**config.mk**
```make
export PLATFORM = sky130hd
export DESIGN_NAME = verificador_jogadas_iniciais
export DESIGN_NICKNAME = d
export VERILOG_FILES = /design/src/rtl/verificador_jogadas_iniciais.sv
export SDC_FILE = /design/constraint.sdc
export NUM_CORES = 1
export LEC_CHECK = 0
export CORE_MARGIN = 2
export CORE_UTILIZATION = 42
export DETAILED_ROUTE_END_ITERATION = 8
export GPL_ROUTABILITY_DRIVEN = 0
export PLACE_DENSITY_LB_ADDON = 0.25
export SYNTH_ARGS = -nofsm -noshare
export SYNTH_HDL_FRONTEND = slang
export SYNTH_SLANG_ARGS = --single-unit
```
**constraint.sdc**
```tcl
create_clock -name clock -period 2.13 [get_ports clock]
set_input_delay 0.426 -clock clock [delete_from_list [all_inputs] [get_ports clock]]
set_output_delay 0.426 -clock clock [all_outputs]
set_load 0.005 [all_outputs]
```
**src/rtl/verificador_jogadas_iniciais.sv**
```systemverilog
// Buffers the generator's initial moves, displays them one at a time and checks the player's
// answers in order. Outputs are registered: novaJogada/numJogada track the next state, the rest
// follow the current state with one cycle of lag.
module verificador_jogadas_iniciais #(
    parameter int unsigned N_JOGADAS = 3,
    parameter int unsigned T_EXIBE   = 50
) (
    input  logic       clock,
    input  logic       reset,
    input  logic       iniciar,
    input  logic [2:0] linha_gerada,
    input  logic [2:0] coluna_gerada,
    input  logic       jogada_feita,
    input  logic [2:0] linha_jogador,
    input  logic [2:0] coluna_jogador,
    output logic       novaJogada,
    output logic [1:0] numJogada,
    output logic       exibe,
    output logic [2:0] linha_exibe,
    output logic [2:0] coluna_exibe,
    output logic       aguardando,
    output logic       acertou,
    output logic       errou
);

    localparam int unsigned TW = (T_EXIBE > 1) ? $clog2(T_EXIBE) : 1;
    localparam logic [1:0]    K_ULT = 2'(N_JOGADAS - 1);
    localparam logic [TW-1:0] T_ULT = TW'(T_EXIBE - 1);

    typedef enum logic [3:0] {
        StOcioso, StGera, StAssenta, StCaptura, StExibe,
        StAguarda, StCompara, StFimOk, StFimErro
    } estado_t;

    estado_t       estado_q, estado_d;
    logic [1:0]    k_q, k_d;
    logic [TW-1:0] timer_q, timer_d;
    logic [5:0]    buf_q [4];
    logic [5:0]    jog_q;
    logic          buf_we, jog_we;

    logic       nova_q, exibe_q, aguardando_q, acertou_q, errou_q;
    logic [1:0] num_q;
    logic [2:0] linha_exibe_q, coluna_exibe_q;

    always_comb begin
        estado_d = estado_q;
        k_d      = k_q;
        timer_d  = timer_q;
        buf_we   = 1'b0;
        jog_we   = 1'b0;
        case (estado_q)
            StOcioso: begin
                if (iniciar) estado_d = StGera;
            end
            StGera: estado_d = StAssenta;
            StAssenta: begin
                k_d      = 2'd0;
                estado_d = StCaptura;
            end
            StCaptura: begin
                buf_we = 1'b1;
                if (k_q == K_ULT) begin
                    k_d      = 2'd0;
                    timer_d  = '0;
                    estado_d = StExibe;
                end else begin
                    k_d = k_q + 2'd1;
                end
            end
            StExibe: begin
                if (timer_q == T_ULT) begin
                    timer_d = '0;
                    if (k_q == K_ULT) begin
                        k_d      = 2'd0;
                        estado_d = StAguarda;
                    end else begin
                        k_d = k_q + 2'd1;
                    end
                end else begin
                    timer_d = timer_q + 1'b1;
                end
            end
            StAguarda: begin
                if (jogada_feita) begin
                    jog_we   = 1'b1;
                    estado_d = StCompara;
                end
            end
            StCompara: begin
                if (jog_q != buf_q[k_q]) begin
                    estado_d = StFimErro;
                end else if (k_q == K_ULT) begin
                    estado_d = StFimOk;
                end else begin
                    k_d      = k_q + 2'd1;
                    estado_d = StAguarda;
                end
            end
            StFimOk, StFimErro: begin
                k_d      = 2'd0;
                estado_d = StOcioso;
            end
            default: estado_d = StOcioso;
        endcase
    end

    always_ff @(posedge clock or posedge reset) begin
        if (reset) begin
            estado_q <= StOcioso;
            k_q      <= 2'd0;
            timer_q  <= '0;
            jog_q    <= 6'd0;
            for (int i = 0; i < 4; i++) buf_q[i] <= 6'd0;
        end else begin
            estado_q <= estado_d;
            k_q      <= k_d;
            timer_q  <= timer_d;
            if (buf_we) buf_q[k_q] <= {linha_gerada, coluna_gerada};
            if (jog_we) jog_q <= {linha_jogador, coluna_jogador};
        end
    end

    always_ff @(posedge clock or posedge reset) begin
        if (reset) begin
            nova_q         <= 1'b0;
            num_q          <= 2'd0;
            exibe_q        <= 1'b0;
            linha_exibe_q  <= 3'd0;
            coluna_exibe_q <= 3'd0;
            aguardando_q   <= 1'b0;
            acertou_q      <= 1'b0;
            errou_q        <= 1'b0;
        end else begin
            nova_q       <= (estado_d == StGera);
            // numJogada must equal k while capturing so the write lands in the matching entry
            num_q        <= (estado_d == StCaptura) ? k_d : 2'd0;
            exibe_q      <= (estado_q == StExibe);
            aguardando_q <= (estado_q == StAguarda);
            if (estado_q == StExibe) begin
                {linha_exibe_q, coluna_exibe_q} <= buf_q[k_q];
            end else begin
                {linha_exibe_q, coluna_exibe_q} <= 6'd0;
            end
            if (estado_q == StOcioso && iniciar) begin
                acertou_q <= 1'b0;
                errou_q   <= 1'b0;
            end else begin
                if (estado_q == StFimOk)   acertou_q <= 1'b1;
                if (estado_q == StFimErro) errou_q   <= 1'b1;
            end
        end
    end

    assign novaJogada   = nova_q;
    assign numJogada    = num_q;
    assign exibe        = exibe_q;
    assign linha_exibe  = linha_exibe_q;
    assign coluna_exibe = coluna_exibe_q;
    assign aguardando   = aguardando_q;
    assign acertou      = acertou_q;
    assign errou        = errou_q;

endmodule

```
met2.png
Scale: 4 px per um.
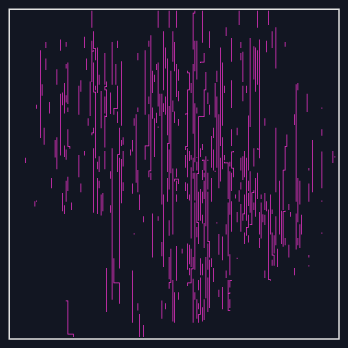
The longest straight run is 37.7 um. The layer carries 2130 um of wire. The layer holds 44% of the routed length.

registers.png
Scale: 4 px per um.
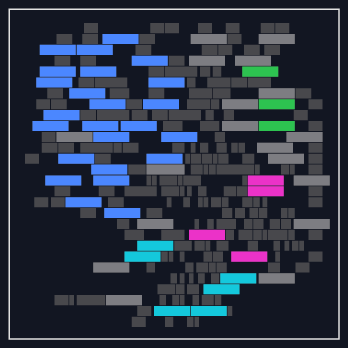
Blue shows `buf_q`, sequential cells 24. Cyan shows `timer_q`, sequential cells 6, where bottom middle. Magenta shows `estado_q`, sequential cells 4. Green shows `linha_exibe`, sequential cells 3.
Another 18 sequential cells are not colored.

density.png
Scale: 4 px per um. The die is cut into 8 by 8 equal tiles; black is low, pale yellow is high, 0 to 100% covered.
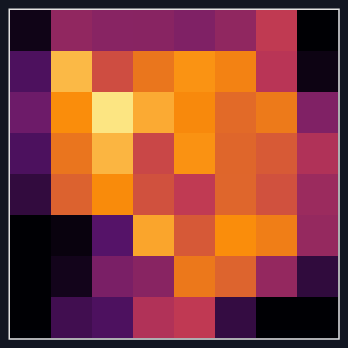
The mean over all tiles is 45%. The fullest tile reaches 94%. The emptiest ninth of the die: bottom left. 14% of the tiles are over 75% full. 9.4% of the tiles are nearly empty. The densest ninth of the die: middle.

pdn.png
Scale: 4 px per um. Pins as bars on the die edge.
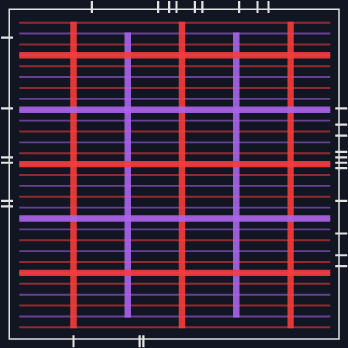
Red shows VSS. Purple shows VDD.
The core has 28 rows. 29 met1 rails follow the rows.

==> impl_metrics.env <==
# flow metrics
export IMPL_finalHoldViolations=0
export IMPL_post_cts_resize_count=1
export IMPL_tightest_slew_ns=0.429
export IMPL_nMultiInputCombCells=131
export IMPL_slew_headroom=0.711
export IMPL_area_share_nonclk_buffers=0.115
export IMPL_wl_per_cell_um=15.4
export IMPL_crit_path_end="estado_q[0]"
export IMPL_antenna_found_initial=0
export IMPL_clock_cell_area_share=0.0303
export IMPL_port_buffers=28
export IMPL_timing_rr_end="estado_q[0]"
export IMPL_antenna_cells=0
export IMPL_dominant_cells="registers"
export IMPL_drive_gt1_frac=0.276
export IMPL_top_cell_area_share=0.538
export IMPL_synth_area_um2=2560
export IMPL_swShare=0.236
export IMPL_synth_xor_area_share=0.0362
export IMPL_largest_reg_flops=24
export IMPL_fin_hold_ws_ns=0.457
export IMPL_outcome="finished, final reports clean"
export IMPL_fp_util=0.432
export IMPL_clock_buffers=5
export IMPL_cp_slowest_cell="mux4_2"
export IMPL_p_leak_nw=1.31
export IMPL_dieWidth_um=82.1
export IMPL_ff_type="dfrtp_1"
export IMPL_grt_pass1_vias=1555
export IMPL_mostFrequentLayoutCells="dfrtp_1 (54), mux2_2 (30), clkdlybuf4s50_1 (28), nand2_1 (16), o21ai_0 (10)"
export IMPL_fmax_mhz=486
export IMPL_gr_usage_met2=0.226
export IMPL_finalPower_mw=1.81
export IMPL_instances_no_fill=314
export IMPL_setup_viol=0
export IMPL_utilization=0.523
export IMPL_cts_hold_buffers=0
export IMPL_wl_met2_um=2130
export IMPL_period_needed_ns=2.06
export IMPL_slew_viol_final=0
